[config.mk]
export PLATFORM = sky130hd
export DESIGN_NAME = tt_vector_player
export DESIGN_NICKNAME = d
export VERILOG_FILES = /design/src/rtl/tt_vector_player.sv
export SDC_FILE = /design/constraint.sdc
export NUM_CORES = 1
export LEC_CHECK = 0
export ABC_AREA = 1
export CAP_MARGIN = 40
export CORE_MARGIN = 1.5
export CORE_UTILIZATION = 45
export CTS_BUF_LIST = sky130_fd_sc_hd__clkbuf_16
export CTS_CLUSTER_SIZE = 25
export DETAILED_ROUTE_END_ITERATION = 12
export RECOVER_POWER = 50
export REMOVE_ABC_BUFFERS = 1
export SLEW_MARGIN = 0
export SYNTH_ARGS = -nofsm -noshare
export SYNTH_HDL_FRONTEND = slang
export SYNTH_SLANG_ARGS = --single-unit
export TNS_END_PERCENT = 50
[constraint.sdc]
create_clock -name clk -period 2.7 [get_ports clk]
set_input_delay 0.27 -clock clk [delete_from_list [all_inputs] [get_ports clk]]
set_output_delay 0.27 -clock clk [all_outputs]
set_load 0.03 [all_outputs]
[src/rtl/tt_vector_player.sv]
// Scripted stimulus/response engine for the 8-bit user-project pin interface.
// Plays stored vectors into the DUT, compares sampled outputs and reports the verdict.
module tt_vector_player #(
  parameter int DEPTH  = 16,
  parameter int AW     = 4,
  parameter int SETTLE = 2
) (
  input  logic          clk,
  input  logic          rst_n,
  input  logic          ena,
  input  logic          clear,
  input  logic          load_valid,
  output logic          load_ready,
  input  logic [15:0]   load_data,
  input  logic          start,
  output logic [7:0]    dut_ui_in,
  input  logic [7:0]    dut_uo_out,
  output logic          busy,
  output logic          done,
  output logic          pass,
  output logic [7:0]    err_count,
  output logic [AW-1:0] first_fail_idx,
  output logic [AW:0]   vec_count
);
  localparam int          VW       = AW + 1;
  localparam logic [AW:0] DEPTH_C  = VW'(DEPTH);
  localparam logic [7:0]  SETTLE_C = 8'(SETTLE);

  typedef enum logic [1:0] {
    S_IDLE  = 2'd0,
    S_APPLY = 2'd1,
    S_WAIT  = 2'd2,
    S_CHECK = 2'd3
  } state_t;

  state_t        r_state;
  state_t        w_next_state;
  logic [15:0]   r_mem [DEPTH];
  logic [AW:0]   r_vec_count;
  logic [AW-1:0] r_idx;
  logic [7:0]    r_timer;
  logic [7:0]    r_dut_ui_in;
  logic          r_busy;
  logic          r_done;
  logic          r_pass;
  logic [7:0]    r_err_count;
  logic [AW-1:0] r_first_fail_idx;

  logic          w_is_idle;
  logic          w_load_fire;
  logic          w_last;
  logic          w_mismatch;
  logic [7:0]    w_stim;
  logic [7:0]    w_exp;
  logic [7:0]    w_err_inc;

  assign w_is_idle   = (r_state == S_IDLE);
  assign load_ready  = ena && w_is_idle && (r_vec_count < DEPTH_C) && !start && !clear;
  assign w_load_fire = load_valid && load_ready;
  assign w_last      = ({1'b0, r_idx} == (r_vec_count - VW'(1)));
  assign w_stim      = r_mem[r_idx][15:8];
  assign w_exp       = r_mem[r_idx][7:0];
  assign w_mismatch  = (dut_uo_out != w_exp);
  assign w_err_inc   = (r_err_count == 8'hFF) ? 8'hFF : (r_err_count + 8'd1);

  // Vector store: written only through an accepted load, never reset.
  always_ff @(posedge clk) begin
    if (w_load_fire) begin
      r_mem[r_vec_count[AW-1:0]] <= load_data;
    end
  end

  // FSM state register.
  always_ff @(posedge clk or negedge rst_n) begin
    if (!rst_n) begin
      r_state <= S_IDLE;
    end else begin
      r_state <= w_next_state;
    end
  end

  // Next-state logic; ena low freezes the sequence in place.
  always_comb begin
    w_next_state = r_state;
    if (!ena) begin
      w_next_state = r_state;
    end else if (clear) begin
      w_next_state = S_IDLE;
    end else begin
      case (r_state)
        S_IDLE: begin
          if (start && (r_vec_count != {VW{1'b0}})) begin
            w_next_state = S_APPLY;
          end else begin
            w_next_state = S_IDLE;
          end
        end
        S_APPLY: w_next_state = (SETTLE_C != 8'd0) ? S_WAIT : S_CHECK;
        S_WAIT:  w_next_state = (r_timer <= 8'd1) ? S_CHECK : S_WAIT;
        S_CHECK: w_next_state = w_last ? S_IDLE : S_APPLY;
        default: w_next_state = S_IDLE;
      endcase
    end
  end

  // Datapath: vector count, settle timer, stimulus drive and verdict registers.
  always_ff @(posedge clk or negedge rst_n) begin
    if (!rst_n) begin
      r_vec_count      <= {VW{1'b0}};
      r_idx            <= {AW{1'b0}};
      r_timer          <= 8'd0;
      r_dut_ui_in      <= 8'd0;
      r_busy           <= 1'b0;
      r_done           <= 1'b0;
      r_pass           <= 1'b0;
      r_err_count      <= 8'd0;
      r_first_fail_idx <= {AW{1'b0}};
    end else if (ena) begin
      if (clear) begin
        r_vec_count      <= {VW{1'b0}};
        r_idx            <= {AW{1'b0}};
        r_timer          <= 8'd0;
        r_dut_ui_in      <= 8'd0;
        r_busy           <= 1'b0;
        r_done           <= 1'b0;
        r_pass           <= 1'b0;
        r_err_count      <= 8'd0;
        r_first_fail_idx <= {AW{1'b0}};
      end else begin
        case (r_state)
          S_IDLE: begin
            if (start) begin
              r_err_count      <= 8'd0;
              r_first_fail_idx <= {AW{1'b0}};
              r_idx            <= {AW{1'b0}};
              if (r_vec_count == {VW{1'b0}}) begin
                r_done <= 1'b1;
                r_pass <= 1'b1;
              end else begin
                r_done <= 1'b0;
                r_pass <= 1'b0;
                r_busy <= 1'b1;
              end
            end else if (w_load_fire) begin
              r_vec_count <= r_vec_count + VW'(1);
            end
          end
          S_APPLY: begin
            r_dut_ui_in <= w_stim;
            r_timer     <= SETTLE_C;
          end
          S_WAIT: begin
            r_timer <= r_timer - 8'd1;
          end
          S_CHECK: begin
            if (w_mismatch) begin
              r_err_count <= w_err_inc;
              if (r_err_count == 8'd0) begin
                r_first_fail_idx <= r_idx;
              end
            end
            // Pass is judged with this final comparison folded in.
            if (w_last) begin
              r_busy      <= 1'b0;
              r_done      <= 1'b1;
              r_pass      <= !w_mismatch && (r_err_count == 8'd0);
              r_dut_ui_in <= 8'd0;
            end else begin
              r_idx <= r_idx + AW'(1);
            end
          end
          default: begin
            r_busy <= 1'b0;
          end
        endcase
      end
    end
  end

  assign dut_ui_in      = r_dut_ui_in;
  assign busy           = r_busy;
  assign done           = r_done;
  assign pass           = r_pass;
  assign err_count      = r_err_count;
  assign first_fail_idx = r_first_fail_idx;
  assign vec_count      = r_vec_count;

endmodule

==> commit_impl_results.txt, run 1 <==
Refresh implementation metrics

* Kind of cell adding the most delay to the critical path: simple AND/OR/NAND/NOR gates
- The layout report gives the register share of total cell area as 57.7%.
* Number of CTS-inserted buffers: 31
- The report gives the cell count of the worst hold path as 1.
- Per STA, the highest per-stage delay on the worst path measures 0.57 ns.
- The combinational power reported by the tool is 0.989 mW.
- Across all hold checks on the routed design, the worst slack comes to 0.472 ns.
* Hold buffers post-CTS: 1
- STA lists the startpoint of the worst hold path as done$_DFFE_PN0P_.
- Total Negative Setup Slacks: 0 ns
- Worst hold path type: reg -> reg
- Sorting the synthesized cells by how often they occur yields nand2_1 (286), edfxtp_1 (256), nor2_1 (118).
- Ys cells: 1,149
* Non-clock inverter count in the final layout: 78
* Share of final layout cell area taken by non-clock buffers: 7.56%
- Leakage power: 5.82 nW
* Outcome: finished, violations left
- Row cnt: 61
* Initial DRC Count: 923
* Synth top area cells: edfxtp_1 (60%), nand2_1 (8.4%), dfrtp_1 (8.2%)
- TritonRoute output was used to compute an average wire per cell of 20.1 um.
* Crit. End Element: flop
- Deepest clock path buffer count: 3
* Biggest power consumer among the groups: registers
- In this run the maximum-capacitance check reported violations numbering 1.
* Net switching component of the power: 2.44 mW
- STA on the placed design reports a worst setup slack of 0.263 ns.
- Final #Nets: 1,287
- The endpoint of the worst hold path is reported as done$_DFFE_PN0P_.
* Pins over their slew limit: 31
- Counting the warning lines in the Yosys log gives 0.
- Wire length on met1: 14.6 mm
- Count of flip-flops with a built-in enable after synthesis: 256
* Startpoint class of the critical path: flop
* Area post-placement: 14,200 um^2
* Worst max-slew margin expressed relative to the limit: -14.3%
- The floorplan step set the die height to 171 um.
* Flip-flop count of the largest register after layout: 256
- The final layout report lists a filler cell count of 2,423.
- Cell type taking the most area: sequential cells
- The first global-routing pass estimated 50.1 mm of wire.
* Root Buffer Master: clkbuf_16
- In this run, distinct cell masters in the synthesized netlist total 44.
* Worst setup path endpoint: err_count[1]$_DFFE_PN0P_
- Parity-gate share of the synthesized area counting xor and xnor cells: 0.480%
- Post-CTS resize count: 0
- Count of tool warnings: 34
- Multiplexer share of the synthesized area: 0%
- Post-synthesis chip area from yosys: 12,800 um^2
* CP Class: reg -> reg
* Sum of routed wire length over all layers: 33.1 mm
- Register share after synthesis: 68.5%
- Combinational power share: 9.6%
- Violations in the final reports: max-capacitance violations, max-slew violations
- Horizontal die dimension: 171 um
* Dominant register cell: edfxtp_1
* Htree depth: 1
- CTS tree: built
- The largest individual stage delay along the critical path comes from the cell dfrtp_4.
- The analysis reports a worst IR drop on VDD of 0.000441 V.
- FFs w/ async S/R, synth: 14.1%
* Clock network contribution to total cell area: 6.47%
* Sequence of cells on the critical path: inv_2 -> buf_12 -> nand2_1 -> nand3_1 -> nand2_1 -> nor2_1 -> nand2_1 -> nand2_1 -> nand2_1 -> nand2_1 -> nand3_2 -> nor2_4 -> nand3_4 -> nand2_4 -> nand2_1 -> nand2_1
- Post-layout period usage of the worst path: 93.7%
* Source of the worst register-to-register timing path: r_idx[0]$_DFFE_PN0P_
- Excluding fillers, the count of instances in the completed layout stands at 1,645.
==> run 1: cells in the final DEF (no fill, tap or decap), types with 3 or more instances in the layout <==
master           instances
nor2_2                  16
nand3_1                 82
dfrtp_1                 41
or2_2                    5
bufinv_16                4
o221ai_1                14
nand3b_1                 5
o211ai_1                 6
clkbuf_16               31
buf_12                  12
clkinv_1                 9
xor2_1                   5
edfxtp_1               256
a31oi_1                 16
inv_1                   81
dlygate4sd3_1           29
nor2_1                 102
clkdlybuf4s50_1         28
nand2_1                286
o31ai_1                  7
o21a_1                   3
ha_1                    14
buf_4                   42
a211oi_1                 3
o21ai_0                 83
nor3b_1                  3
clkinv_2                 5
nor3_1                   4
o22ai_1                  4
a21oi_1                 29
nand4_1                 13
Fig. 1: run 1, clock wiring as the flow saved it
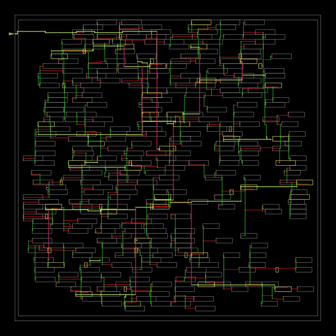
Clk Latency, worst-skew pair: 0.56 ns
power drawn by the clock network: 4.16 mW
Flops: 298
CTS Sinks: 298
clock buffer count: 31

Fig. 2: run 1, layout detail
The bar under the picture is 5 um long. Region (76, 110) to (96, 130) um. Cells in grey, sequential cells in the stronger grey; small squares are vias.
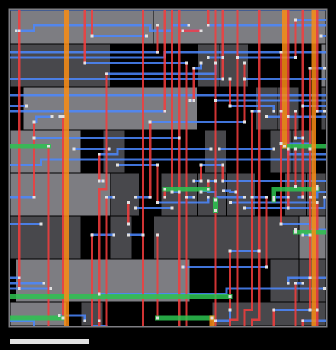
M4 -> orange
M3 -> green
M2 -> red
M1 -> blue
cells with their middle in the window = 26
netlist names of flops here include = r_mem (5)
most frequent = nand2_1 (6), edfxtp_1 (5), nor2_1 (3)
sequential cells in the window = 5

Fig. 3: run 1, I/O pins on the die edge
The bar under the picture is 50 um long. Pins as bars across the die edge, other pins in grey.
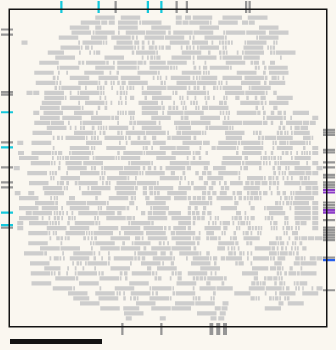
first_fail_idx -> purple  # pins 4, direction output, edge east
clear -> blue  # pins 1, direction input, edge east
dut_uo_out -> cyan  # pins 8, direction input, edge 4 west, 4 north
all pins by edge = 29 east, 13 west, 9 north, 8 south

Fig. 4: run 1, signal metal coverage by tile
The die is cut into 34 by 34 equal tiles; white is low, dark blue is high, scaled to the fullest tile. Values are wire area over tile area, all layers added.
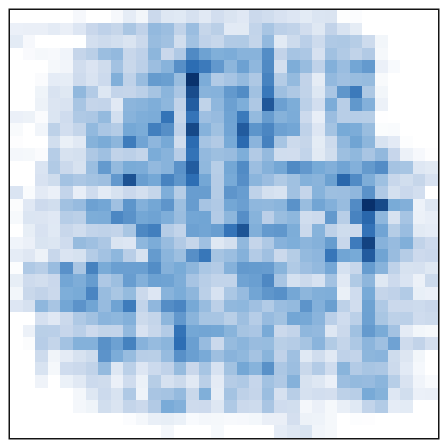
nearly empty tiles = 13%
mean over tiles = 0.18
tiles over half the peak = 16%
fullest tile = 0.61

Fig. 5: run 1, gate-type map
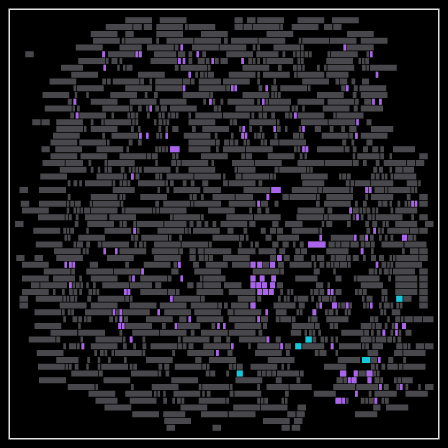

==> run 2: changes to the inputs <==
- RECOVER_POWER: 50 -> unset
- SLEW_MARGIN: 0 -> 10
Fig. 6: run 2, gate-type map
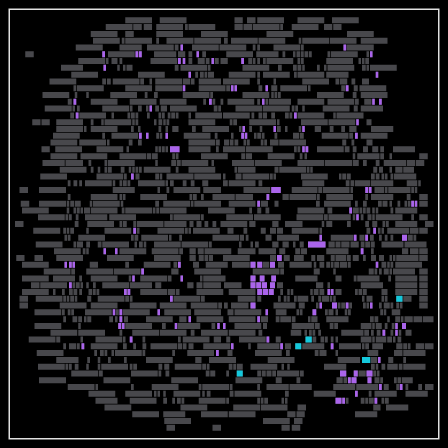
non-inverting ao/oa cells -> cyan  # cells 5
nor cells -> purple  # cells 130

==> run 2 against run 1 <==
- the run now ends clean
- clock power is essentially flat
- critical path type unchanged
- largest power group unchanged
- sequential power is essentially flat
- clock skew is essentially flat
- sequential share of layout area is essentially flat
- hold slack lost 0.17 ns
- setup slack gained 0.0086 ns
- non-clock buffer count is the same
- via count grew 0.11%
- register-to-register slack is essentially flat
- sequential cell count is the same
==> commit_impl_results.txt, run 2 <==
Refresh implementation metrics

- Clk Latency, worst-skew pair: 0.56 ns
- Htree depth: 1
* Sequence of cells on the critical path: inv_2 -> buf_12 -> nand2_1 -> nand3_1 -> nand2_1 -> nor2_1 -> nand2_1 -> nand2_1 -> nand2_1 -> nand2_1 -> nand3_2 -> nor2_4 -> nand3_4 -> nand2_4 -> nand2_1 -> nand2_1
- Leakage power: 5.78 nW
* CTS tree: built
- Root Buffer Master: clkbuf_16
- Global-route wire length before repair: 50.1 mm
- Count of tool warnings: 34
* CTS Sinks: 298
* Row cnt: 61
* Slew at the pin closest to its max-slew limit: 0.782 ns
- After layout the clock buffers and inverters come to 6.47% of cell area.
* Outcome: complete, no violations
- Per the final report, the share of cell area in non-clock buffers is 7.59%.
- Area fraction in compound gates after synthesis: 7.80%
* Hold Slack: 0.298 ns
* Total of fill cells in the finished design: 2,422
- After layout, the buffer instance count without clock buffers stands at 114.
- After clock tree synthesis, the flow added hold-fix buffers numbering 1.
- For this sky-water flow run, the detailed-routed wirelength per cell is reported as 20.1 um.
- Counting the warning lines in the Yosys log gives 0.
- Critical-path top delay cell: dfrtp_4
- Flip-flop count of the largest register after layout: 256
- Worst max-slew margin expressed relative to the limit: 47.5%
- Final non-filler cell total: 1,644
* Most numerous logic cell after layout: nand2_1
* Unique masters post-synth: 44
* Sum of routed wire length over all layers: 33.1 mm
- Commonest non-fill, non-tap cells in the layout: nand2_1 (286), edfxtp_1 (256), nor2_1 (102)
- CP Class: reg -> reg
- Kind of cell adding the most delay to the critical path: simple AND/OR/NAND/NOR gates
* Buf+Inv Stages, Crit Path: 2
* Non-clock inverter count in the final layout: 78
- By area the synthesized netlist is led by edfxtp_1 (60%), nand2_1 (8.4%), dfrtp_1 (8.2%).
- The report lists the number of cells resized after CTS as 0.
- Startpoint class of the critical path: flop
- The synthesized instance count is 1,149.
* IR drop worst, VDD: 0.000440 V
- Post-synthesis chip area from yosys: 12,800 um^2
- Horizontal die dimension: 171 um
- Counting flops with an async set or reset pin after synthesis yields a share of 14.1%.
- STA classifies the critical path endpoint as a flop.
- The largest single stage delay on the critical path is 0.57 ns.
- Flops: 298
- In the Yosys report, the sequential cells make up 68.5% of the chip area.
* Source of the worst register-to-register timing path: r_idx[0]$_DFFE_PN0P_
* Pins over their slew limit: 0
- For reference, the critical path is captured by err_count[1]$_DFFE_PN0P_.
- Note that the worst hold path type here is in -> async.
* Deepest clock path buffer count: 3
* Initial DRC Count: 931
* Arrival time at the worst endpoint: 3.01 ns
- TritonCTS created 31 clock buffers.
- In this run, synthesis inferred 256 flip-flops with an integrated enable.
- Power per standard cell area: 684 nW/um^2
* Clock buffer count: 31
* Post-layout period usage of the worst path: 93.4%
- Count of maximum capacitance violations: 0
- Clock-pin transition on the worst setup and hold timing paths: 0.06 ns
- Ys cells: 1,149
* Final #Nets: 1,287
- Cell type taking the most area: sequential cells
- Dominant register cell: edfxtp_1
- Chip height: 171 um
* Parity-gate share of the synthesized area counting xor and xnor cells: 0.480%
* Detailed-route DRC error count: 0
- Multiplexer cells account for 0% of the synthesized area.
- Ranked by instance count, the synthesized netlist is headed by nand2_1 (286), edfxtp_1 (256), nor2_1 (118).
* Sequential share of cell area: 57.6%
run 2: cell counts after synthesis:
Identical to the previous run, type by type.
run 2: metrics by stage:
step	worst slack (ns)	setup TNS [ns]	cell area, um^2
2_1_floorplan	-2.45	-60.80	12500
3_3_place_gp	0.307	0	14200
3_5_place_dp	0.263	0	14200
4_1_cts	0.0161	0	15200
5_1_grt	0.00833	0	15200
6_report	0.179	0	15200
run 2: per-layer routing:
layer	vias to the layer above	track usage, %	share of wire (%)
li1	4193	-	-
met1	4287	32.2	44
met2	295	37.2	47
met3	59	3.29	6.4
met4	0	6.71	2.5
met5	-	0	0
run 2: report_power, final:
group          internal (mW)  total (mW)  switching (mW)
registers               5.12        5.21          0.0873
clock network           2.44        4.16            1.72
logic                  0.369        1.01           0.637
Fig. 7: run 2, signal metal coverage by tile
The die is cut into 34 by 34 equal tiles; white is low, dark blue is high, scaled to the fullest tile. Values are wire area over tile area, all layers added.
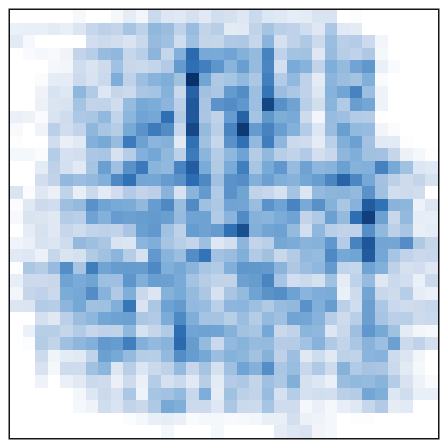

==> run 3: changes to the inputs <==
- CORE_UTILIZATION: 45 -> 40
- PLACE_DENSITY_LB_ADDON: unset -> 0.12
Fig. 8: run 3, signal metal coverage by tile
The die is cut into 36 by 36 equal tiles; white is low, dark blue is high, scaled to the fullest tile. Values are wire area over tile area, all layers added.
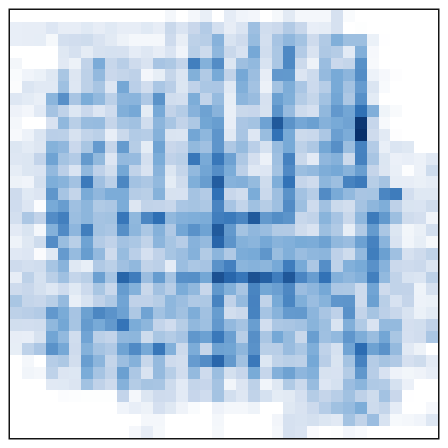
densest ninth of the die = centre
tiles over half the peak = 16%
mean over tiles = 0.16
nearly empty tiles = 13%
fullest tile = 0.54

==> run 3 against run 2 <==
- cell area is 0.21% higher
- routed wire length increased by 0.30%
- core utilization shrank 6.2 points
- clock skew down 0.0011 ns
- clock power is 2% lower
- non-clock buffer count down 1
- largest cell class unchanged
==> commit_impl_results.txt, run 3 <==
Refresh implementation metrics

- The run finished with clean final reports.
- Yosys mapped a number of flops with a built-in enable equal to 256.
* Commonest non-fill, non-tap cells in the layout: nand2_1 (286), edfxtp_1 (256), nor2_1 (102)
- The commonest cells after synthesis are nand2_1 (286), edfxtp_1 (256), nor2_1 (118).
- From bottom edge to top edge, the die measures 182 um.
* Critical-path top delay cell: dfrtp_1
* Biggest power consumer among the groups: registers
- Root Buffer Master: clkbuf_16
- Combinational cells account for 9.8% of the total power.
- Per report_power, the clock group accounts for 39.6% of the total.
- Register share after synthesis: 68.5%
- Sum of routed wire length over all layers: 33.2 mm
- Number of setup buffers added after CTS: 0
- Largest logic family: simple AND/OR/NAND/NOR gates
- Logged for this run, the post-placement worst setup slack is 0.243 ns.
* Count of tool warnings: 34
- Power per standard cell area: 677 nW/um^2
- In this run the maximum-capacitance check reported violations numbering 0.
- Area fraction in compound gates after synthesis: 7.80%
* Htree depth: 2
* Initial DRC Count: 632
- Dominant register cell: edfxtp_1
- Parity-gate share of the synthesized area counting xor and xnor cells: 0.480%
- Per the post-CTS timing run, clock transition at the registers of the reported paths is 0.06 ns.
- Total Negative Setup Slacks: 0 ns
- Per the breakdown, switching nets consume 24.0% of all power.
- Least setup slack across all paths after layout: 0.210 ns
* Net switching component of the power: 2.47 mW
- According to the floorplan log, the row count is 65.
* Combinational group power: 1.01 mW
- As reported, the later end of the worst-skew pair has a clock insertion delay of 0.50 ns.
- Number of warning messages in the yosys log: 0
- IR drop worst, VDD: 0.000479 V
* Synth top area cells: edfxtp_1 (60%), nand2_1 (8.4%), dfrtp_1 (8.2%)
- For this design, the sink count on the clock tree is 298.
- Synthesis instantiated 44 different standard cells from the library.
- Startpoint class of the critical path: flop
* Total of endpoints with negative setup slack in the final report: 0
- The synthesis report gives the async set-or-reset register share as 14.1%.
- Kind of cell adding the most delay to the critical path: simple AND/OR/NAND/NOR gates
- Per STA, the endpoint of the critical path is r_mem[13][6]$_DFFE_PP_.
- Horizontal die dimension: 182 um
- After technology mapping, the gate count stands at 1,149.
* Sequential cell fraction of total power: 50.6%
* Slew at the pin closest to its max-slew limit: 0.718 ns
- The final critical path takes up 92.2% of the cycle.
- Counting only logic cells after layout, the most numerous master is nand2_1.
- Detailed-route DRC error count: 0
* Internal Dissipation: 7.82 mW
- Leakage power: 5.78 nW
* Final #Nets: 1,289
- The first global-routing pass estimated 51.8 mm of wire.
- Post-synthesis chip area from yosys: 12,800 um^2
* Number of CTS-inserted buffers: 34
* Seq group: 5.21 mW
- Worst max-slew margin expressed relative to the limit: 52.1%
* Worst hold path type: in -> async
- After the flow finishes, the layout carries non-filler instances totaling 1,671.
- The worst setup path is captured at a flop.
- The largest single stage delay on the critical path is 0.42 ns.
- Together, buffers and inverters on the worst path number 4.
- Arrival time at the worst endpoint: 2.67 ns
* Multiplexer share of the synthesized area: 0%
- Post-CTS resize count: 0
* Source of the worst register-to-register timing path: r_state[0]$_DFFE_PN0P_
* CP Class: reg -> reg
-- run 3: cell count changes in the layout (fill, tap and decap cells not counted), sizes merged --
cell / delta
clkbuf: +4
buf: -1
bufinv: -4
inv: +4
-- run 3: final cells by class --
type | count | area [um^2] | share of cell area (%)
Sequential cell | 298 | 8740 | 57.5
Tap cell | 402 | 503 | 3.31
Inverter | 78 | 299 | 1.97
Timing Repair Buffer | 113 | 1160 | 7.61
Clock buffer | 35 | 876 | 5.76
Multi-Input combinational cell | 720 | 3520 | 23.2
Clock inverter | 25 | 101 | 0.667
-- run 3: layer usage --
metal | track usage [%] | vias to the layer above | wire length (um)
li1 | - | 4195 | -
met1 | 29.8 | 4182 | 15800
met2 | 33.3 | 182 | 15400
met3 | 2.77 | 42 | 1340
met4 | 5.77 | 0 | 622
met5 | 0 | - | 0
Power figures rest on the tool's default switching activity, not on a simulated workload.
